===== src/rtl/fifo_queue_pkg.sv =====
// -----------------------------------------------------------------------------
// fifo_queue_pkg
//   Shared definitions for the fifo_queue block and its benches.
//   - FIFO_WIDTH / FIFO_DEPTH : default data width and entry count, kept here
//     so the FIFO and the LIFO lab benches build with identical sizes.
//   - fifo_op_t               : the effective operations granted on one edge.
//   - resolve_op()            : maps raw push/pop requests plus the current
//     occupancy onto the operations that actually take place.
// -----------------------------------------------------------------------------
package fifo_queue_pkg;

    localparam int FIFO_WIDTH = 8;
    localparam int FIFO_DEPTH = 4;

    typedef struct packed {
        logic do_push;
        logic do_pop;
    } fifo_op_t;

    // A pop is only honoured when there is something to pop.
    // A push is honoured when there is room, or when a pop frees a slot on
    // the same edge.
    function automatic fifo_op_t resolve_op(input logic push,
                                            input logic pop,
                                            input logic empty,
                                            input logic full);
        fifo_op_t op;
        op.do_pop  = pop & ~empty;
        op.do_push = push & (~full | op.do_pop);
        return op;
    endfunction

endpackage : fifo_queue_pkg


===== src/rtl/fifo_ram.sv =====
// -----------------------------------------------------------------------------
// fifo_ram
//   Simple dual-port register array used as FIFO storage.
//   Ports:
//     clk   in            write clock (rising edge)
//     we    in            write enable
//     waddr in  ADDR_W    write address
//     wdata in  WIDTH     write data
//     raddr in  ADDR_W    read address
//     rdata out WIDTH     asynchronous read data (mem[raddr])
// -----------------------------------------------------------------------------
module fifo_ram #(
    parameter int WIDTH  = 8,
    parameter int DEPTH  = 4,
    parameter int ADDR_W = $clog2(DEPTH)
) (
    input  logic              clk,
    input  logic              we,
    input  logic [ADDR_W-1:0] waddr,
    input  logic [WIDTH-1:0]  wdata,
    input  logic [ADDR_W-1:0] raddr,
    output logic [WIDTH-1:0]  rdata
);

    logic [WIDTH-1:0] mem [DEPTH];

    // NOTE: the array has no reset; stale words are never observable because
    // the read side masks everything outside the valid count, and leaving it
    // unreset lets it map onto plain storage without a reset tree.
    always_ff @(posedge clk) begin
        if (we) begin
            mem[waddr] <= wdata;
        end
    end

    assign rdata = mem[raddr];

endmodule : fifo_ram


===== src/rtl/fifo_queue.sv =====
// -----------------------------------------------------------------------------
// fifo_queue
//   Synchronous first-in/first-out queue with show-ahead read data, occupancy
//   status and sticky overflow/underflow flags. Drop-in ordering counterpart of
//   the stack_2 LIFO (same push/pop/write_data/read_data interface).
//   Ports:
//     clk        in            clock, all state changes on the rising edge
//     rst        in            asynchronous active-high reset
//     clear      in            synchronous flush (also clears error flags),
//                              wins over push/pop on the same edge
//     push       in            enqueue write_data on this edge
//     pop        in            dequeue the head entry on this edge
//     write_data in  WIDTH     data to enqueue
//     read_data  out WIDTH     head entry, 0 while empty
//     empty      out           no entries held
//     full       out           DEPTH entries held
//     count      out ADDR_W+1  number of valid entries, 0..DEPTH
//     overflow   out           sticky: a push was dropped
//     underflow  out           sticky: a pop found the queue empty
//   DEPTH must be a power of two >= 2 so the pointers wrap for free.
// -----------------------------------------------------------------------------
module fifo_queue
    import fifo_queue_pkg::*;
#(
    parameter int WIDTH = FIFO_WIDTH,
    parameter int DEPTH = FIFO_DEPTH
) (
    input  logic                       clk,
    input  logic                       rst,
    input  logic                       clear,
    input  logic                       push,
    input  logic                       pop,
    input  logic [WIDTH-1:0]           write_data,
    output logic [WIDTH-1:0]           read_data,
    output logic                       empty,
    output logic                       full,
    output logic [$clog2(DEPTH):0]     count,
    output logic                       overflow,
    output logic                       underflow
);

    localparam int ADDR_W = $clog2(DEPTH);
    localparam int CNT_W  = ADDR_W + 1;

    logic [ADDR_W-1:0] wr_ptr_q, wr_ptr_d;
    logic [ADDR_W-1:0] rd_ptr_q, rd_ptr_d;
    logic [CNT_W-1:0]  count_q,  count_d;
    logic              overflow_q,  overflow_d;
    logic              underflow_q, underflow_d;

    fifo_op_t          op;
    logic              ram_we;
    logic [WIDTH-1:0]  ram_rdata;

    // Status comes straight from the count register, never from the pointers.
    assign empty = (count_q == '0);
    assign full  = (count_q == CNT_W'(DEPTH));

    // NOTE: every signal written here gets a default first, so no path leaves
    // a value unassigned and no latch is inferred.
    always_comb begin
        op          = resolve_op(push, pop, empty, full);
        wr_ptr_d    = wr_ptr_q;
        rd_ptr_d    = rd_ptr_q;
        count_d     = count_q;
        overflow_d  = overflow_q;
        underflow_d = underflow_q;

        if (clear) begin
            // Flush outranks any request on this edge.
            op          = '0;
            wr_ptr_d    = '0;
            rd_ptr_d    = '0;
            count_d     = '0;
            overflow_d  = 1'b0;
            underflow_d = 1'b0;
        end else begin
            if (op.do_push) begin
                wr_ptr_d = wr_ptr_q + 1'b1;   // wraps modulo DEPTH
            end
            if (op.do_pop) begin
                rd_ptr_d = rd_ptr_q + 1'b1;
            end
            // Push and pop together leave the occupancy unchanged.
            case ({op.do_push, op.do_pop})
                2'b10:   count_d = count_q + 1'b1;
                2'b01:   count_d = count_q - 1'b1;
                default: count_d = count_q;
            endcase
            if (push && !op.do_push) begin
                overflow_d = 1'b1;
            end
            if (pop && empty) begin
                underflow_d = 1'b1;
            end
        end
    end

    // NOTE: state registers use non-blocking assignments so every flop samples
    // the pre-edge values, independent of block evaluation order.
    always_ff @(posedge clk or posedge rst) begin
        if (rst) begin
            wr_ptr_q    <= '0;
            rd_ptr_q    <= '0;
            count_q     <= '0;
            overflow_q  <= 1'b0;
            underflow_q <= 1'b0;
        end else begin
            wr_ptr_q    <= wr_ptr_d;
            rd_ptr_q    <= rd_ptr_d;
            count_q     <= count_d;
            overflow_q  <= overflow_d;
            underflow_q <= underflow_d;
        end
    end

    // The storage has no reset pin, so gate its write with rst to keep a push
    // on a reset edge from touching memory at all.
    assign ram_we = op.do_push & ~rst;

    fifo_ram #(
        .WIDTH  (WIDTH),
        .DEPTH  (DEPTH),
        .ADDR_W (ADDR_W)
    ) u_ram (
        .clk   (clk),
        .we    (ram_we),
        .waddr (wr_ptr_q),
        .wdata (write_data),
        .raddr (rd_ptr_q),
        .rdata (ram_rdata)
    );

    assign read_data = empty ? '0 : ram_rdata;
    assign count     = count_q;
    assign overflow  = overflow_q;
    assign underflow = underflow_q;

endmodule : fifo_queue


===== config.mk =====
export PLATFORM = sky130hd
export DESIGN_NAME = fifo_queue
export DESIGN_NICKNAME = d
export VERILOG_FILES = /design/src/rtl/fifo_queue_pkg.sv /design/src/rtl/fifo_ram.sv /design/src/rtl/fifo_queue.sv
export SDC_FILE = /design/constraint.sdc
export NUM_CORES = 1
export LEC_CHECK = 0
export ABC_AREA = 1
export CAP_MARGIN = 10
export CORE_MARGIN = 5
export CORE_UTILIZATION = 40
export DETAILED_ROUTE_END_ITERATION = 10
export GPL_TIMING_DRIVEN = 0
export PLACE_DENSITY = 0.72
export SLEW_MARGIN = 20
export SYNTH_ARGS = -nofsm -noshare
export SYNTH_HDL_FRONTEND = slang
export SYNTH_SLANG_ARGS = --single-unit

===== constraint.sdc =====
create_clock -name clk -period 3.2 [get_ports clk]
set_clock_uncertainty 0.1 [all_clocks]
set_input_delay 0.32 -clock clk [delete_from_list [all_inputs] [get_ports clk]]
set_output_delay 0.32 -clock clk [all_outputs]
set_load 0.05 [all_outputs]

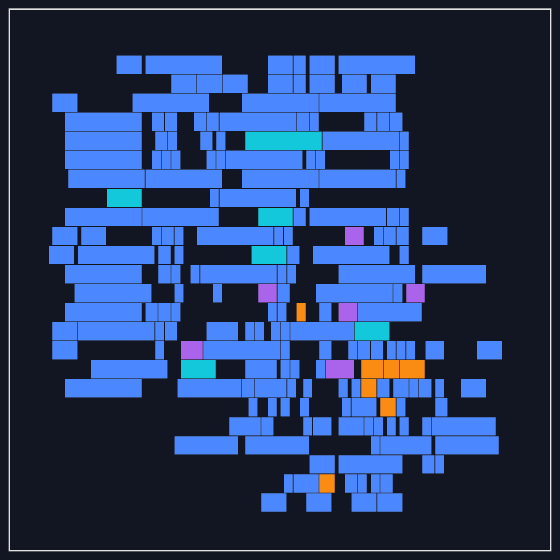
Figure 1: sizing map.
[drive 6 and up] cyan | cells: 6
[drive 1 or less] blue | cells: 183
[drive 2] orange | cells: 7
[drive 3 to 4] purple | cells: 6
post-route cell area: 0.00226 sq mm
Synth-to-Final Area Change: 24.9%
Signal buffers: 31

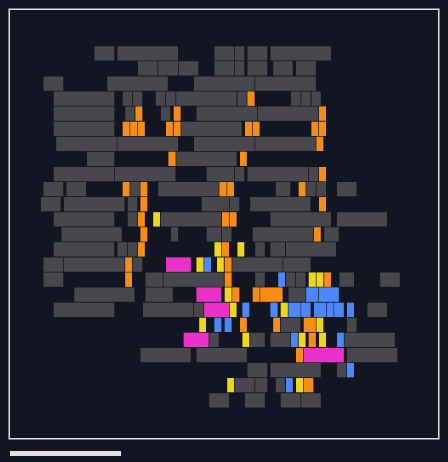
Figure 2: gate-type map.
Bar = 20 um.
[NOR gates] orange | cells: 45 | most used: nor2_1
[inverters] yellow | cells: 17 | most used: inv_1
[adder and majority cells] magenta | cells: 5 | most used: ha_1
[NAND gates] blue | cells: 18 | most used: nand2_1

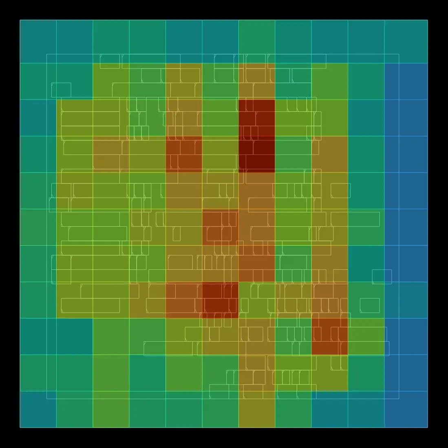
Figure 3: congestion heat map.
global route hottest layer: met2
Wirelength per Cell: 14.1 um
GRT Overall Usage: 13.2%
GRT met2 Usage: 21.5%

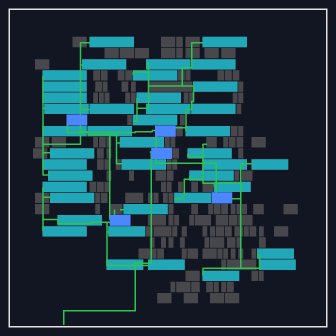
Figure 4: clock wires, drivers and flops.
[clock wires] green | length: 445 um
[cells driving clock nets] blue | count: 5
[flip-flops] cyan | count: 41
routed clock nets: 6

==> impl_metrics.json <==
{
  "status": "complete, no violations",
  "cp-startpoint": "rd_ptr_q[1]",
  "drtIter0Drc": 68,
  "die_x_um": 77.2,
  "grt_max_degree": 15,
  "nWellTaps": 52,
  "yosys.area.top_type": "edfxtp_1",
  "routed-wl-met3_um": 193,
  "path_class": "register to output port",
  "reg2regPathDepth": 6,
  "grt_pass1_vias": 1236,
  "synth_flops": 41,
  "inverters": 17,
  "clock_path_buffers": 2,
  "ys_sh_mux_pct": 0,
  "tool_warnings": 29,
  "adder_share_pct": 3.88,
  "period_used_pct": 88.0,
  "clkLatencyLatePin_ns": 0.29,
  "top_area_cell_class": "sequential cells",
  "whs_ns": 0.197,
  "crit_end": "read_data[6]",
  "drt-total-wl_um": 3570,
  "combGateArea_sq_um": 529,
  "grt_overflow": 0,
  "critPathRequiredTime_ns": 2.78,
  "hold_viol": 0,
  "grt_use_met3_pct": 4.10
}
## logic make-up (layout without fill, tap and decap cells)
group                    after synthesis  after routing
buffers and inverters                 21             56
flip-flops                            41             41
AND-OR/OR-AND                         36             36
adder cells (fa/ha/maj)                5              5
AND/OR/NAND/NOR                       64             64
## cell usage after synthesis, drive strengths merged
library cell / count
clkbuf: 1
o21a: 2
or2: 1
fa: 1
a21oi: 11
nand2: 14
ha: 4
edfxtp: 32
buf: 3
inv: 15
clkinv: 2
nand3: 3
nor2: 44
nand4: 1
dfrtp: 9
nor3: 1
o21ai: 23
## critical path: stages, from the launching register on
cell and delay [ns]:
dfrtp_1 0.33, buf_4 0.16, clkinv_1 0.29, nor2_1 0.21, o21ai_0 0.11, a21oi_1 0.16
clkdlybuf4s50_1 0.83
## power by group
part | switching, W | internal, W | total [W]
clock network | 0.000178 | 0.000233 | 0.000411
registers | 0.0000343 | 0.000611 | 0.000645
logic | 0.000547 | 0.000248 | 0.000796
total | 0.000760 | 0.00109 | 0.00185
## layout by cell type, fill, tap and decap left out, types with 2 or more instances in the layout
| cell type | instances |
|---|---|
| dfrtp_1 | 9 |
| o21a_1 | 2 |
| inv_1 | 14 |
| o21ai_0 | 22 |
| clkdlybuf4s50_1 | 27 |
| buf_4 | 3 |
| clkinv_1 | 2 |
| nand2_2 | 2 |
| nor2_1 | 42 |
| clkbuf_8 | 5 |
| ha_1 | 4 |
| nand2_1 | 12 |
| nand3_1 | 2 |
| edfxtp_1 | 32 |
| a21oi_1 | 10 |
## state kept, by name, summed over array words and instances, names as in the netlist
| signal | flops |
|---|---|
| overflow | 1 |
| underflow | 1 |
| wr_ptr_q | 2 |
| rd_ptr_q | 2 |
| count | 3 |
| u_ram.mem | 32 |
Power is estimated from default activity; no workload was simulated.
